$ cat src/rtl/signed_multiplier_pkg.sv
// Shared widths and state encoding for the sign-magnitude multiplier slice.
package signed_multiplier_pkg;
   localparam int OP_W   = 5;
   localparam int MAG_W  = 4;
   localparam int P_W    = 9;
   localparam int PMAG_W = 8;

   typedef enum logic {IDLE, RUN} state_t;
endpackage

$ cat src/rtl/signed_multiplier_if.sv
// Request/result bundle between a datapath client and the multiplier.
interface signed_multiplier_if;
   import signed_multiplier_pkg::*;

   logic             start;
   logic [OP_W-1:0]  mi1;
   logic [OP_W-1:0]  mi2;
   logic [P_W-1:0]   P;
   logic             busy;
   logic             done;

   modport master (output start, mi1, mi2, input P, busy, done);
   modport slave  (input start, mi1, mi2, output P, busy, done);
endinterface

$ cat src/rtl/signed_multiplier_sign_mag_pack.sv
// Forms the sign-magnitude product word; a zero magnitude always carries a + sign.
module sm_sign_mag_pack
   import signed_multiplier_pkg::*;
(
   input  logic              sign,
   input  logic [PMAG_W-1:0] mag,
   output logic [P_W-1:0]    p
);
   function automatic logic [P_W-1:0] pack_sm(input logic s, input logic [PMAG_W-1:0] m);
      return {s & (m != '0), m};
   endfunction

   assign p = pack_sm(sign, mag);
endmodule

$ cat src/rtl/signed_multiplier.sv
// Shift-add sign-magnitude multiplier: one multiplier bit per clock, result 4 clocks after start.
module signed_multiplier
   import signed_multiplier_pkg::*;
(
   input logic                clk,
   input logic                rst_n,
   signed_multiplier_if.slave mul
);
   state_t            state;
   logic [1:0]        cnt;
   logic [PMAG_W-1:0] acc;
   logic [PMAG_W-1:0] addend;
   logic [PMAG_W-1:0] acc_next;
   logic [MAG_W-1:0]  a_mag;
   logic [MAG_W-1:0]  b_mag;
   logic              sgn;
   logic [P_W-1:0]    p_next;

   // The final partial sum goes straight into P, so the packer sees acc_next.
   always_comb begin
      addend = '0;
      if (b_mag[cnt]) addend = PMAG_W'(a_mag) << cnt;
      acc_next = acc + addend;
   end

   sm_sign_mag_pack u_pack (
      .sign (sgn),
      .mag  (acc_next),
      .p    (p_next)
   );

   always_ff @(posedge clk or negedge rst_n) begin
      if (!rst_n) begin
         state    <= IDLE;
         cnt      <= '0;
         acc      <= '0;
         a_mag    <= '0;
         b_mag    <= '0;
         sgn      <= 1'b0;
         mul.P    <= '0;
         mul.busy <= 1'b0;
         mul.done <= 1'b0;
      end else begin
         mul.done <= 1'b0;
         case (state)
            IDLE: begin
               if (mul.start) begin
                  a_mag    <= mul.mi1[MAG_W-1:0];
                  b_mag    <= mul.mi2[MAG_W-1:0];
                  sgn      <= mul.mi1[OP_W-1] ^ mul.mi2[OP_W-1];
                  acc      <= '0;
                  cnt      <= '0;
                  mul.busy <= 1'b1;
                  state    <= RUN;
               end
            end
            RUN: begin
               acc <= acc_next;
               cnt <= cnt + 2'd1;
               if (cnt == 2'd3) begin
                  mul.P    <= p_next;
                  mul.done <= 1'b1;
                  mul.busy <= 1'b0;
                  state    <= IDLE;
               end
            end
            default: state <= IDLE;
         endcase
      end
   end
endmodule

$ cat src/flat_wrapper.sv
// flat-port wrapper written by rule: the top's interface ports become plain ports
module signed_multiplier_flat import signed_multiplier_pkg::*;
  (clk, rst_n, mul_start, mul_mi1, mul_mi2, mul_P, mul_busy, mul_done);
  signed_multiplier_if mul_i ();
  input logic clk;
  input logic rst_n;
  input wire logic [$bits(mul_i.start)-1:0] mul_start;
  input wire logic [$bits(mul_i.mi1)-1:0] mul_mi1;
  input wire logic [$bits(mul_i.mi2)-1:0] mul_mi2;
  output wire logic [$bits(mul_i.P)-1:0] mul_P;
  output wire logic [$bits(mul_i.busy)-1:0] mul_busy;
  output wire logic [$bits(mul_i.done)-1:0] mul_done;
  assign mul_i.start = mul_start;
  assign mul_i.mi1 = mul_mi1;
  assign mul_i.mi2 = mul_mi2;
  assign mul_P = mul_i.P;
  assign mul_busy = mul_i.busy;
  assign mul_done = mul_i.done;
  signed_multiplier u_core (.clk(clk), .rst_n(rst_n), .mul(mul_i));
endmodule
$ cat config.mk
export PLATFORM = sky130hd
export DESIGN_NAME = signed_multiplier_flat
export DESIGN_NICKNAME = d
export VERILOG_FILES = /design/src/rtl/signed_multiplier_pkg.sv /design/src/rtl/signed_multiplier_if.sv /design/src/rtl/signed_multiplier_sign_mag_pack.sv /design/src/rtl/signed_multiplier.sv /design/src/flat_wrapper.sv
export SDC_FILE = /design/constraint.sdc
export NUM_CORES = 1
export LEC_CHECK = 0
export CORE_UTILIZATION = 30
export DETAILED_ROUTE_END_ITERATION = 10
export SYNTH_ARGS = -nofsm -noshare
export SYNTH_HDL_FRONTEND = slang
export SYNTH_SLANG_ARGS = --single-unit
$ cat constraint.sdc
create_clock -name clk -period 4.1 [get_ports clk]
set_input_delay 1.025 -clock clk [delete_from_list [all_inputs] [get_ports clk]]
set_output_delay 1.025 -clock clk [all_outputs]
set_load 0.005 [all_outputs]
==> notes.md, run 1 <==
The run has ended; figures from its reports follow.

The effective utilization at floorplan is approximately 31%. The count of final max-slew check failures is 0. The flow ran to the end, and the final reports show no timing, DRC or antenna violations. The most instantiated flip-flop cell in the synthesis netlist is sky130_fd_sc_hd__dfrtp_1. The launch point of the worst register-to-register path is recorded as u_core.cnt[0]. The area fraction in xor and xnor cells came out at 3.30%.

The synthesized net count is 162. The hold violation count in the final report is 0. Of the total power, combinational logic draws roughly half.

The register with the most flip-flops in the final layout is u_core.mul.P. Grouping stages by cell kind, the critical path spends the most delay in AND-OR/OR-AND gates. After synthesis, the most frequently instantiated cells are sky130_fd_sc_hd__dfrtp_1, sky130_fd_sc_hd__mux2_2, sky130_fd_sc_hd__nand2_1. The worst hold slack across all endpoints came out at 0.484 ns. The final-layout clock-cell area share is under 10%. 0 antenna diodes ended up in the layout. The ratio of total power to cell area came out at 811 mW/mm^2. The power attributed to combinational cells is approximately 0.00079 W.

Setup repair after global routing left no endpoint under its margin. The clock reaches the later pin of the worst-skew pair after 0.27 ns. The worst register-to-register path has a depth of 8.

The capture endpoint of the worst hold path is u_core.mul.P[5]. The type of the setup path with the least slack is flip-flop to flip-flop. Among all cell classes, the greatest summed area belongs to combinational gates. The cell with the largest stage delay on the worst path is sky130_fd_sc_hd__dfrtp_1.

The final antenna-violating net count is 0. The final sequential cell count came out at 31. The terminus of the critical flop-to-flop path is u_core.mul.P[8].

The total tool warning count is 26. Signal routing reaches up to met4. Global route summary, busiest routing layer listed as met2. The overall die size recorded for this design is 0.00561 sq mm.

Grouping non-sequential cells by family puts the most area in multiplexers. 24 I/O pins were placed. The critical path in the final layout is reported with a setup slack of around 1.3 ns. The count of flip-flops with a built-in enable after synthesis is 0.

The largest registers in the layout are u_core.mul.P: 9 flops, u_core.acc: 8 flops. The async set or reset register ratio after synthesis came out at 100%. The number of CTS-inserted buffers is 5. The register with the most flip-flops in the layout has 9 of them. The minimum period implied by the final worst setup slack is 2.80 ns. The library cell with the largest summed area after synthesis is sky130_fd_sc_hd__dfrtp_1. After layout, the clock buffer instance count stands at 6. The maximum frequency from static timing analysis came out at 357 MHz.

The pin count of the biggest net entering global routing came out at 32. The fraction of met2 tracks used by global routing is about a quarter. The chip height is approximately 75 microns.

The final weighted congestion recorded by global placement is roughly 0.86. The count of warnings emitted by yosys is 0. Overall power consumption after layout is estimated at 0.00159 W.

Before CTS, the worst setup slack after placement is about 1.2 ns. The wire length of the first global-routing pass is 6000 microns. The total negative slack for setup checks is 0 ns. Leaving out the clock tree, the finished layout contains a buffer count of 24. In the final routed layout, each cell accounts on average for 14.1 microns. The worst setup path is captured at a flip-flop. The number of I/O port buffers is 23. The estimated wirelength of the detail-placed design is between 2000 and 2500 microns. Leaving out buffers and inverters, the combinational logic in the layout accounts for 781 sq um. The synthesized netlist was found by Yosys to have 140 cells. The post-CTS hold buffer count recorded in the log is 0. The core outline area came out at 0.00511 sq mm. For reference, the post-synthesis area per instance comes to 11.4 sq um. The chip area line of the yosys report came out at about 0.0016 sq mm.

The portion of total power attributed to the clock network came out at a little over an eighth. The slew at the pin closest to its max-slew limit is 1.02 ns. The via count came out at 1157. The worst IR drop on VDD came out at 0.365 mV. In this run, power in the clock network comes to ~0.00021 W. Global routing used 4.42% of the available met3 tracks. The sum of met3 wire segment lengths after detailed routing came out at 182 microns. The global-route usage over all layers is roughly 15%. For the worst setup path, the data arrival time is 2.94 ns. The timing endpoint of the critical path is u_core.mul.P[8]. The main area contributors are sky130_fd_sc_hd__dfrtp_1, sky130_fd_sc_hd__mux2_2, sky130_fd_sc_hd__ha_1. The cell sequence reported for the critical path is mux4_2, and2_1, ha_1, a211oi_1, o21bai_1, a21oi_1, xor2_1, a41oi_1. The tally of unique sky130hd cells used after synthesis is 34. The register share of total power is 37.0%.

The routed layout reports a DRC error count of 0. The flop and latch count out of synthesis is 31. The wire length on met1 is 1430 microns. The die boundary width is 74.9 microns. The number of global-route vias before repair is 1257.

Relative to the synthesized area, the layout overhead comes to 23.1%. The initial antenna violation count came out at 0. Looking at hold timing, the worst path starts from u_core.mul.P[5].

The area occupied by registers came out at ~780 sq um. The internal power of the cells totals 0.000977 W. For reference, simple AND, OR, NAND and NOR cells occupy 12.0% of the area reported after synthesis. TritonCTS built the clock tree. The number of gates given a new drive strength after cts is 0. The sequential power came out at 0.000589 W. STA classifies the critical path startpoint as a flip-flop.

The sequential element share of the synthesized area is 48.7%. The cell area after placement came out at approximately 0.0019 sq mm. The non-clock buffering overhead in the final layout came out at 12.1%. The top contributor to total power is combinational logic.
Fig. 1: run 1, cell placement
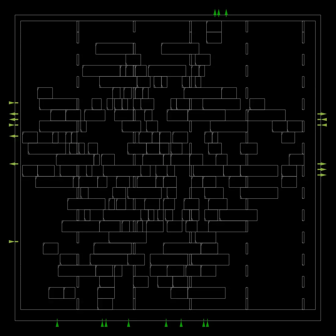
Well-Tap Cells: 70
fillcell total: 517
placement row count: 26

Fig. 2: run 1, the metal 1 layer
(6 px per micron) Supply wires on this layer in grey.
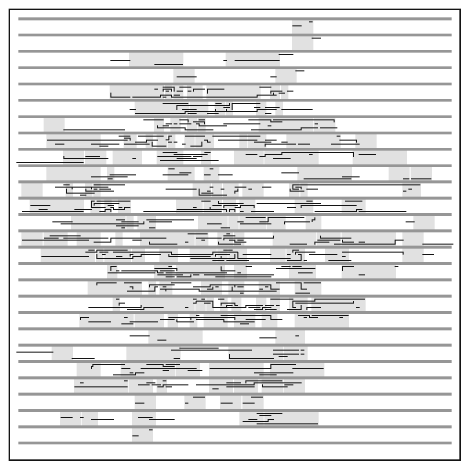
The layer holds 43% of the routed length. The wires run mostly horizontal. 174 nets have wire on it. The longest straight run is 21.2 microns.

Fig. 3: run 1, cell density map
(4 px per micron) The die is cut into 7 by 7 equal tiles; dark blue is low, red is high, 0 to 100% covered.
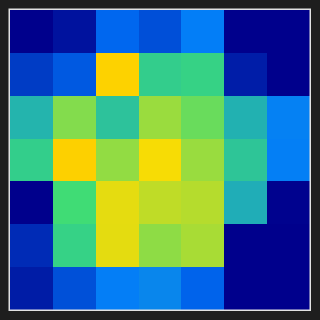
20% of the tiles are nearly empty. 4.1% of the tiles are over 75% full. The densest ninth of the die: centre. The emptiest ninth of the die: south-east. The mean over all tiles is 33%. The fullest tile reaches 76%.

==> inputs of run 2 (changes only) <==
==> constraint.sdc (replaced) <==
create_clock -name clk -period 2.8 [get_ports clk]
set_input_delay 0.7 -clock clk [delete_from_list [all_inputs] [get_ports clk]]
set_output_delay 0.7 -clock clk [all_outputs]
set_load 0.005 [all_outputs]
==> notes.md, run 2 <==
The run has ended; figures from its reports follow.

The run finished with clean final reports. The number of clock-tree buffers in the layout is 6 (unchanged). The post-route DRC violation count was 0 (unchanged).

The worst reg2reg path startpoint is u_core.cnt[1]. The insertion delay of the later-clocked pin in the worst-skew pair is 0.28 ns (about the same). The number of tap instances is 70 (unchanged).

The cell count listed in synth_stat.txt came out at 140 (unchanged). The number of I/O port buffers is 23 (unchanged). The commonest register cell is sky130_fd_sc_hd__dfrtp_1. The type of origin of the critical path is a flip-flop. The met3 routing resource usage after global routing came out at 5.35% (+0.94 points).

The async set or reset register ratio after synthesis is 100% (unchanged). In the final layout, the registers with the most flip-flops are u_core.mul.P: 9 flops, u_core.acc: 8 flops. The proportion of power drawn by combinational gates came to 51.3% (+1.6 points). TritonCTS built the clock tree. The non-clock buffering overhead in the final layout is 13.1% (+1.0 points). The via count is 1135 (-1.9%). The cell area after placement is 0.00191 sq mm (+1.2%).

The simple-gate share of the synthesized area came out at 12.0% (unchanged). The largest cell class by area is combinational gates. In this run the static leakage power is 0.896 nW. The area occupied by registers came out at 776 sq um (unchanged).

The maximum frequency from static timing analysis is 381 MHz (+7.0%). The tally of unique sky130hd cells used after synthesis came to 34 (unchanged). By startpoint and endpoint, the worst setup path is classified as flip-flop to flip-flop. The synthesized area divided by synthesized cell count is 11.4 sq um (unchanged).

The count of final max-slew check failures came out at 0 (unchanged). The cell-internal power is 0.00145 W (+48%). The worst hold slack across all endpoints is 0.487 ns (+0.00259 ns).

The sum of met3 wire segment lengths after detailed routing is 159 microns (-13%). The hold violation count in the final report is 0 (unchanged). The count of warnings emitted by yosys is 0 (unchanged). The global-route usage over all layers came out at 13.6% (-0.92 points). The minimum period implied by the final worst setup slack is 2.62 ns (-0.183 ns). The sequential element share of the synthesized area came out at 48.7% (unchanged). The I/O pin count came out at 24 (unchanged).

The arrival time of data at the critical path endpoint came out at 2.76 ns (-0.18 ns). The initial antenna violation count is 0 (unchanged). The power attributed to the clock group came out at 0.000310 W (+47%). The average wire per cell in the routed design is 13.7 microns (-2.5%). The synthesized net count is 162 (unchanged). The fraction of met2 tracks used by global routing came out at 22.3% (-2.4 points).

The number of global-route vias before repair came out at 1187 (-5.6%). The wire length on met1 came out at 1550 microns (+8.4%). The register with the highest flop count is u_core.mul.P. The final antenna-violating net count is 0 (unchanged).

The worst register-to-register path ends at u_core.mul.P[8]. The site row count is 26 (unchanged). The worst IR drop on VDD is 0.504 mV (+38%).

The final sequential cell count came out at 31 (unchanged). The number of gates given a new drive strength after cts came out at 0 (unchanged). The slowest stage of the critical path belongs to the cell sky130_fd_sc_hd__dfrtp_1. The chip height came out at 74.9 microns (unchanged). The chip area line of the yosys report came out at 0.00159 sq mm (unchanged). The register share of total power came out at 35.5% (-1.5 points). The number of hold buffers added after CTS was 0 (unchanged).

The total negative slack for setup checks came to 0 ns (unchanged). For reference, the critical path is captured by u_core.mul.P[8]. The cell depth of the worst flop-to-flop path is 8 (unchanged).

The area fraction in xor and xnor cells is 3.30% (unchanged). The multi-input logic area was 781 sq um (unchanged). In this design, the largest share of critical-path delay is due to AND-OR/OR-AND gates. The power attributed to combinational cells came out at 0.00120 W (+52%). Among the non-sequential cells, multiplexers take the most area. The area growth from synthesis to layout came out at 24.5%. The effective utilization at floorplan came out at 31.2% (unchanged).

The flip-flop count of the largest register after layout came out at 9 (unchanged). The slew at the pin closest to its max-slew limit came out at 0.686 ns (-0.334 ns). The estimated wirelength of the detail-placed design is 2460 microns (+1.1%). After synthesis, the cell types taking the most area are sky130_fd_sc_hd__dfrtp_1, sky130_fd_sc_hd__mux2_2, sky130_fd_sc_hd__ha_1. The flop and latch count out of synthesis is 31 (unchanged). The final-layout clock-cell area share is 3.66% (-0.042 points).

The ratio of total power to cell area is 1180 mW/mm^2 (+46%). The die boundary width is 74.9 microns (unchanged). Per the hold report, the tightest min-delay path originates at u_core.mul.P[6]. The top routing layer in use is met4. The worst setup slack after placement came out at 0.235 ns (-0.954 ns). The count of flip-flops with a built-in enable after synthesis came out at 0 (unchanged). The overall power of the completed layout was 0.00235 W (+47%). The diode insertion count for antenna repair came out at 0 (unchanged). The path with the worst hold slack has its endpoint at u_core.mul.P[6]. Setup repair after global routing left no endpoint under its margin. The portion of total power attributed to the clock network came out at 13.2% (about the same). The worst setup path is captured at a flip-flop.
Fig. 4: run 2, port wiring
(4 px per micron)
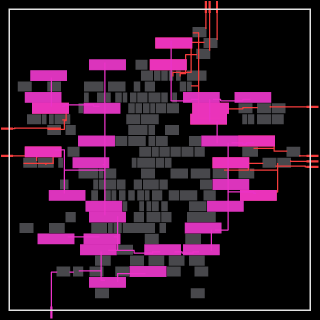
Key: red = `mul_P` [bits 9, direction output, end cells 9, buffers 9, wire 187 microns]; magenta = `rst_n` [bits 1, direction input, end cells 31, buffers 2, wire 237 microns]

Power and IR drop assume default switching activity.
